$ cat src/rtl/alpharetz_branch_unit.sv
// Branch resolution unit: evaluates a condition code against the ALU flag register,
// waiting (bounded) while a flag-writing ALU op is still in flight.
module alpharetz_branch_unit #(
  parameter int CPU_DATA_WIDTH    = 32,
  parameter int OFFSET_WIDTH      = 16,
  parameter int FLAG_REG_WIDTH    = 8,
  parameter int INSTR_ALIGN_SHIFT = 2,
  parameter int INSTR_BYTES       = 4,
  parameter int MAX_WAIT          = 15
) (
  input  logic                      clk,
  input  logic                      async_rst_n,
  input  logic                      clk_en,
  input  logic                      sys_en,
  input  logic                      flush,
  input  logic                      req_valid,
  output logic                      req_ready,
  input  logic [3:0]                cond,
  input  logic                      pred_taken,
  input  logic [CPU_DATA_WIDTH-1:0] pc,
  input  logic [OFFSET_WIDTH-1:0]   offset,
  input  logic [FLAG_REG_WIDTH-1:0] flag_reg,
  input  logic                      flags_pending,
  output logic                      out_valid,
  input  logic                      out_ready,
  output logic                      taken,
  output logic [CPU_DATA_WIDTH-1:0] target_pc,
  output logic [CPU_DATA_WIDTH-1:0] link_addr,
  output logic                      mispredict,
  output logic                      timeout_err
);

  // state      | meaning
  // IDLE       | ready for a branch request
  // WAIT_FLAGS | request captured, waiting for flags_pending to drop
  // DONE       | resolution presented until out_ready
  localparam logic [1:0] IDLE       = 2'd0;
  localparam logic [1:0] WAIT_FLAGS = 2'd1;
  localparam logic [1:0] DONE       = 2'd2;

  localparam int CNT_W = $clog2(MAX_WAIT + 1);

  logic [1:0]                state;
  logic [CNT_W-1:0]          wait_cnt;
  logic [3:0]                cond_q;
  logic                      pred_q;
  logic [CPU_DATA_WIDTH-1:0] pc_q;
  logic [OFFSET_WIDTH-1:0]   offset_q;

  logic                      en;
  logic [3:0]                eval_cond;
  logic                      eval_pred;
  logic [CPU_DATA_WIDTH-1:0] eval_pc;
  logic [OFFSET_WIDTH-1:0]   eval_off;
  logic [CPU_DATA_WIDTH-1:0] off_sext;
  logic [CPU_DATA_WIDTH-1:0] jump_pc;
  logic [CPU_DATA_WIDTH-1:0] fall_pc;
  logic                      cond_hit;
  logic                      flag_dep;
  logic                      timeout_hit;
  logic                      res_taken;
  logic                      unused_flags;

  assign unused_flags = ^{flag_reg[FLAG_REG_WIDTH-1:6], flag_reg[4:3]};

  function automatic logic cond_true(input logic [3:0] c, input logic [FLAG_REG_WIDTH-1:0] f);
    logic z, cy, v, n;
    z  = f[0];
    cy = f[1];
    v  = f[2];
    n  = f[5];
    case (c)
      4'h0:    cond_true = 1'b1;
      4'h1:    cond_true = z;
      4'h2:    cond_true = !z;
      4'h3:    cond_true = cy;
      4'h4:    cond_true = !cy;
      4'h5:    cond_true = n;
      4'h6:    cond_true = !n;
      4'h7:    cond_true = v;
      4'h8:    cond_true = !v;
      4'h9:    cond_true = cy;
      4'hA:    cond_true = !cy;
      4'hB:    cond_true = n ^ v;
      4'hC:    cond_true = !(n ^ v);
      4'hD:    cond_true = z | (n ^ v);
      4'hE:    cond_true = !z & !(n ^ v);
      default: cond_true = 1'b0;
    endcase
  endfunction

  assign en        = clk_en & sys_en;
  assign req_ready = (state == IDLE);
  assign out_valid = (state == DONE);

  // In IDLE the request is resolved straight from the ports; afterwards from the captured copy.
  assign eval_cond = (state == IDLE) ? cond       : cond_q;
  assign eval_pred = (state == IDLE) ? pred_taken : pred_q;
  assign eval_pc   = (state == IDLE) ? pc         : pc_q;
  assign eval_off  = (state == IDLE) ? offset     : offset_q;

  assign off_sext    = {{(CPU_DATA_WIDTH-OFFSET_WIDTH){eval_off[OFFSET_WIDTH-1]}}, eval_off};
  assign jump_pc     = eval_pc + (off_sext << INSTR_ALIGN_SHIFT);
  assign fall_pc     = eval_pc + CPU_DATA_WIDTH'(INSTR_BYTES);
  assign cond_hit    = cond_true(eval_cond, flag_reg);
  assign flag_dep    = (cond != 4'h0) && (cond != 4'hF);
  assign timeout_hit = (state == WAIT_FLAGS) && flags_pending && (wait_cnt == CNT_W'(MAX_WAIT));
  assign res_taken   = cond_hit & ~timeout_hit;

  always_ff @(posedge clk or negedge async_rst_n) begin
    if (!async_rst_n) begin
      state       <= IDLE;
      wait_cnt    <= '0;
      cond_q      <= '0;
      pred_q      <= 1'b0;
      pc_q        <= '0;
      offset_q    <= '0;
      taken       <= 1'b0;
      target_pc   <= '0;
      link_addr   <= '0;
      mispredict  <= 1'b0;
      timeout_err <= 1'b0;
    end else if (en) begin
      if (flush) begin
        state <= IDLE;
      end else begin
        case (state)
          IDLE: begin
            if (req_valid) begin
              cond_q   <= cond;
              pred_q   <= pred_taken;
              pc_q     <= pc;
              offset_q <= offset;
              if (flag_dep && flags_pending) begin
                wait_cnt <= '0;
                state    <= WAIT_FLAGS;
              end else begin
                taken      <= res_taken;
                target_pc  <= res_taken ? jump_pc : fall_pc;
                link_addr  <= fall_pc;
                mispredict <= res_taken ^ eval_pred;
                state      <= DONE;
              end
            end
          end
          WAIT_FLAGS: begin
            if (!flags_pending || timeout_hit) begin
              if (timeout_hit) timeout_err <= 1'b1;
              taken      <= res_taken;
              target_pc  <= res_taken ? jump_pc : fall_pc;
              link_addr  <= fall_pc;
              mispredict <= res_taken ^ eval_pred;
              state      <= DONE;
            end else begin
              wait_cnt <= wait_cnt + CNT_W'(1);
            end
          end
          DONE: begin
            if (out_ready) state <= IDLE;
          end
          default: state <= IDLE;
        endcase
      end
    end
  end

endmodule
$ cat config.mk
export PLATFORM = sky130hd
export DESIGN_NAME = alpharetz_branch_unit
export DESIGN_NICKNAME = d
export VERILOG_FILES = /design/src/rtl/alpharetz_branch_unit.sv
export SDC_FILE = /design/constraint.sdc
export NUM_CORES = 1
export LEC_CHECK = 0
export CORE_MARGIN = 3
export CORE_UTILIZATION = 55
export CTS_CLUSTER_DIAMETER = 80
export DETAILED_ROUTE_END_ITERATION = 10
export GPL_TIMING_DRIVEN = 0
export PLACE_DENSITY = 0.82
export SETUP_SLACK_MARGIN = 0.3
export SLEW_MARGIN = 20
export SYNTH_ARGS = -nofsm -noshare
export SYNTH_HDL_FRONTEND = slang
export SYNTH_SLANG_ARGS = --single-unit
$ cat constraint.sdc
create_clock -name clk -period 7.2 [get_ports clk]
set_clock_uncertainty 0.1 [all_clocks]
set_input_delay 1.44 -clock clk [delete_from_list [all_inputs] [get_ports clk]]
set_output_delay 1.44 -clock clk [all_outputs]
set_load 0.02 [all_outputs]
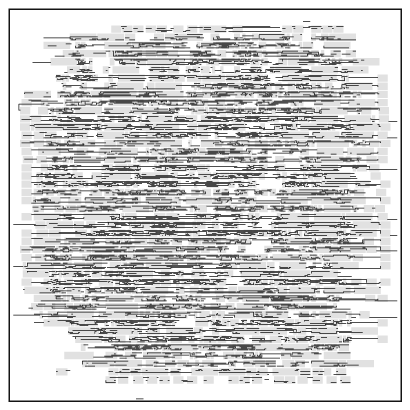
Run 1: M1 wires
(3 px per um) Cells faint in the background.
longest straight run	49.2 um
share of all routed wire	45%

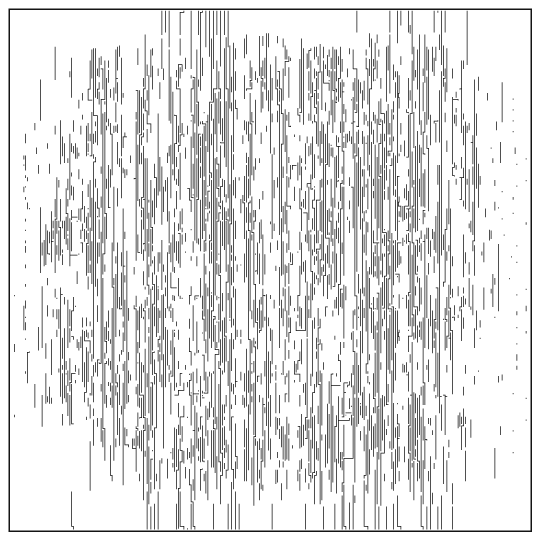
Run 1: signal wires on met2
(4 px per um)
longest straight run	61.9 um
nets with wire on the layer	1021
Routed Wire Length: 24500 um
number of vias after detailed routing: 7809
fraction of met2 tracks used by global routing: 46.1%

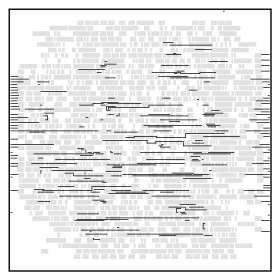
Run 1: metal 3
(2 px per um) Cells faint in the background.
share of all routed wire	7.9%
main direction	horizontal
nets with wire on the layer	184
met3 Resource Use GR: 5.49%

==> out/results.txt, run 1 <==
Status: finished clean
Summed area of non-filler cells in the final layout: 0.0106 mm^2
Worst Setup EP: target_pc[26]
Instance count of the mapped netlist: 935
Number of setup violations in the final report: 0
Critical Path, Cell by Cell: or2_1 > buf_2 > clkinv_1 > buf_2 > buf_1 > clkbuf_1 > nand2_1 > nand2_1 > ha_1 > fa_1 > a21o_1 > a21oi_1 > maj3_1 > o211ai_1 > a21oi_2 > nor4_2 > o21ai_0 > a31oi_1 > o21ai_0
GPL Wtd Cong: 0.961
PortBufs: 129
Clock buffer count from CTS: 17
Wire length of the first global-routing pass: 39300 um
Fraction of layout instances using a drive strength above 1: 12.9%
AO/OA Area Share: 18.0%
Aggregate global-route resource usage: 29.7%
Required time at the endpoint of the critical path: 7.38 ns
Maximum capacitance violations: 0
Multiplexer share: 13.2%
Area Growth Syn to Fin: 25.6%
Clock transition at the registers of the reported paths: 0.06 ns
# H-tree levels: 4
Post-DR wirelength/cell: 19.2 um
Maximum resistive drop on vdd: 0.000242 V
Area of the multi-input gates: 0.00501 mm^2
Min Tclk post-route: 5.54 ns
Die Wd: 130 um
Number of clock sinks seen by CTS: 124
Least-Margin Pin Slew: 0.867 ns
Rel. slew slack: 42.2%
Yosys cell count: 935
FF+latch area: 0.00310 mm^2
Summed negative setup slack over all endpoints: 0 ns
Post-synth tally of flip-flops with integrated enable: 0
Hold violation total from the final report: 0
Post-synthesis cell area: 0.00848 mm^2
Max-area cell share: 36.6%
CTS tree: yes
Final cell utilization of the core: 71.9%
Largest registers in the final layout: pc_q x32, target_pc x32, link_addr x30
Worst Setup Start Kind: flop
Delay contributed by the slowest stage of the critical path: 0.67 ns
Start point of the worst min-delay path: timeout_err
Filler cell count: 1136
Cell count of the worst hold path: 1
Number of non-filler instances in the completed layout: 1281
CP max-delay cell: sky130_fd_sc_hd__buf_1
Placed standard-cell area: 0.0100 mm^2
Count of cell instances traversed by the critical path: 19
Final Slew Violations: 0
Lkg Pwr: 0.00465 uW
Number of flip-flops and latches in the synthesized netlist: 124
Dominant delay contributor by cell family on the critical path: buffers and inverters
Detailed Route Iter0 Violations: 923
Worst hold path class: reg2reg
Yosys top cell by area: sky130_fd_sc_hd__dfrtp_1
First element of the critical path: state[1]
Post-route fraction of the period consumed by the critical path: 77.0%
Endpoint type of the worst setup path: flop
Largest cells by area after synthesis: sky130_fd_sc_hd__dfrtp_1 37%, sky130_fd_sc_hd__mux2_2 7.7%, sky130_fd_sc_hd__nand2_1 6.3%
Number of warnings in the stage logs: 30
Total cell area reported by yosys after synthesis: 0.00848 mm^2
Core ar.: 0.0148 mm^2
Arrival time reported for the critical path endpoint: 5.72 ns
Fa+ha+maj area frac: 4.13%
Number of diodes added for antenna fixing: 0
Clock tree root driver cell: sky130_fd_sc_hd__clkbuf_16
Avg Synthesized Cell Area: 9.06 um^2
End point of the worst hold path: timeout_err
Post-DP HPWL: 18500 um
Distinct lib cells: 81
Most frequently used cell type in the post-synthesis netlist: sky130_fd_sc_hd__nand2_1
Setup Crit Path Kind: reg2reg
Worst Hold Slack: 0.366 ns
Commonest cells after routing, fill and taps aside: 143 x sky130_fd_sc_hd__nand2_1, 128 x sky130_fd_sc_hd__clkdlybuf4s50_1, 124 x sky130_fd_sc_hd__dfrtp_1
PnR worst setup slack: 1.66 ns
Hold bufs inserted after CTS: 0
Yosys synthesis warning count: 0
CP max FO: 10
Remaining design rule violation count: 0
# resized after CTS: 0
Syn nets: 1029
RSZ-0062 raised after global routing: no
Reg-to-reg critical path startpoint: state[1]
Number of iterations in the first detailed-routing pass: 5
Maximum operating frequency: 180 MHz
Setup slack on the worst flop-to-flop path: 1.66 ns
Number of antenna violations at the first check in global routing: 0
Clock latency on the worst-skew pair: 0.43 ns
Vias per cell: 6.10
GRT Residual Overflow: 0
-- run 1: report_power, final --
part           switching (uW)  internal, uW
Combinational            2130          1550
Sequential                245          1020
Clock                     330           578
-- run 1: metal layers --
metal / routed length [um] / global-route usage, % / vias up
li1: - / - / 3641
met1: 11000 / 41.9 / 3775
met2: 11100 / 46.1 / 356
met3: 1930 / 5.49 / 37
met4: 470 / 10.2 / 0
met5: 0 / 0 / -
-- run 1: layout make-up --
type	count	area share, %
Timing Repair Buffer	130	12.4
Clock inverter	15	1.86
Tap cell	184	2.16
Sequential cell	124	29.1
Multi-Input combinational cell	733	47.1
Clock buffer	17	3.99
Inverter	25	0.881
Buffer	53	2.49
--- run 2 (diff from run 1) ---
==> constraint.sdc (replaced) <==
create_clock -name clk -period 5.6 [get_ports clk]
set_clock_uncertainty 0.1 [all_clocks]
set_input_delay 1.12 -clock clk [delete_from_list [all_inputs] [get_ports clk]]
set_output_delay 1.12 -clock clk [all_outputs]
set_load 0.02 [all_outputs]
==> run 2 against run 1 <==
Routed wire length up 0.38%. First-iteration DRC count down 13%. Fmax up 12%. Largest cell class unchanged. Highest routed layer unchanged. Core utilization up 0.068 points. Sequential share of layout area about the same. Synthesized area unchanged. Power up 29%.
==> out/results.txt, run 2 <==
Number of antenna violations at the first check in global routing: 0
First element of the critical path: state[1]
Critical Path, Cell by Cell: or2_1 > buf_2 > clkinv_1 > buf_2 > buf_2 > clkbuf_2 > nand2_1 > nand2_1 > ha_1 > fa_1 > a21o_1 > a21oi_1 > maj3_1 > o211ai_1 > a21oi_2 > nor4_2 > o21ai_0 > a31oi_1 > o21ai_0
Routed Wire Length: 24600 um
Least-Margin Pin Slew: 0.854 ns
Area Growth Syn to Fin: 25.8%
RSZ-0062 raised after global routing: no
Summed area of non-filler cells in the final layout: 0.0107 mm^2
Min Tclk post-route: 4.96 ns
Logic share of the area: 47.1%
Summed negative setup slack over all endpoints: 0 ns
PnR worst setup slack: 0.637 ns
Number of iterations in the first detailed-routing pass: 5
Rel. slew slack: 43.1%
Sw Pwr: 3490 uW
Worst Setup Start Kind: flop
Number of diodes added for antenna fixing: 0
Distinct lib cells: 81
Avg Synthesized Cell Area: 9.06 um^2
Largest registers in the final layout: pc_q x32, target_pc x32, link_addr x30
Number of clock sinks seen by CTS: 124
Yosys cell count: 935
Core ar.: 0.0148 mm^2
Met1 routing resource usage after global routing: 41.8%
Yosys synthesis warning count: 0
Number of setup violations in the final report: 0
CP max-delay cell: sky130_fd_sc_hd__nor4_2
Total cell area reported by yosys after synthesis: 0.00848 mm^2
Maximum resistive drop on vdd: 0.000312 V
Most frequently used cell type in the post-synthesis netlist: sky130_fd_sc_hd__nand2_1
Instance count of the mapped netlist: 935
End point of the worst hold path: timeout_err
Final cell utilization of the core: 72.0%
Logic gate share of total power: 62.9%
Number of flip-flops and latches in the synthesized netlist: 124
Clk tree area frac: 5.85%
Post-DP HPWL: 18500 um
Status: finished clean
Placed standard-cell area: 0.0100 mm^2
Total internal power: 4050 uW
Yosys top cell by area: sky130_fd_sc_hd__dfrtp_1
# resized after CTS: 1
[run 2: cell count changes in the layout (fill, tap and decap cells not counted)]
cell	delta
sky130_fd_sc_hd__buf_1	-1
sky130_fd_sc_hd__buf_2	+1
sky130_fd_sc_hd__clkbuf_1	-3
sky130_fd_sc_hd__clkbuf_2	+3
sky130_fd_sc_hd__ha_1	-1
sky130_fd_sc_hd__ha_2	+1
sky130_fd_sc_hd__nand2_1	-1
sky130_fd_sc_hd__nand2_2	+1
[run 2: kinds of logic after synthesis]
kind of cell / Yosys count / synth area share, %
simple gates: 297 / 16.5
compound gates: 235 / 18.0
flops: 124 / 36.6
mux: 102 / 13.2
buf+inv: 78 / 4.24
xor+xnor: 71 / 7.34
fa+ha+maj: 28 / 4.13
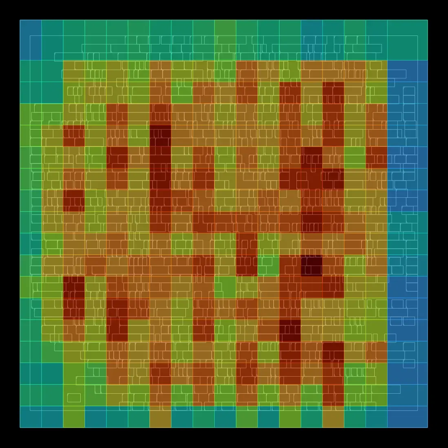
Run 2: track usage over the die
post-DR wirelength/cell: 19.2 um
aggregate global-route resource usage: 29.6%
routing layer with the top usage in global route: met2

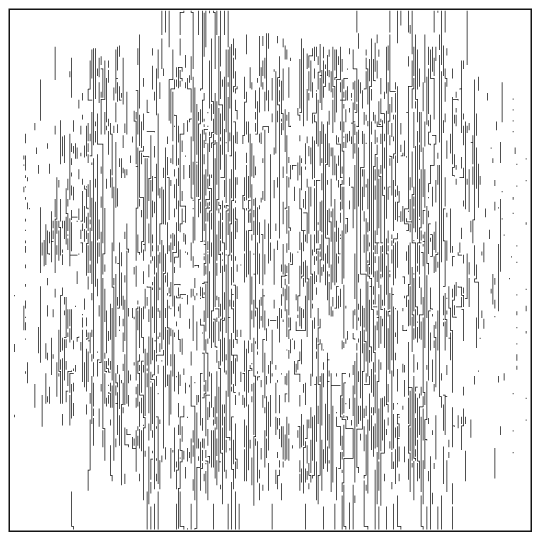
Run 2: signal wires on met2
(4 px per um)
longest straight run	57.8 um
nets with wire on the layer	1024
share of all routed wire	45%
main direction	vertical
wire length on this layer	11200 um

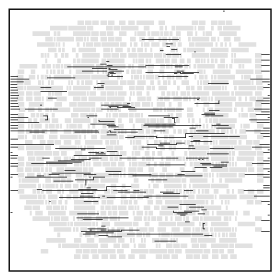
Run 2: metal 3
(2 px per um) Cells faint in the background.
met3 Resource Use GR: 5.20%
number of vias after detailed routing: 7896

No activity file was given, so power comes from the tool's default toggle rates.
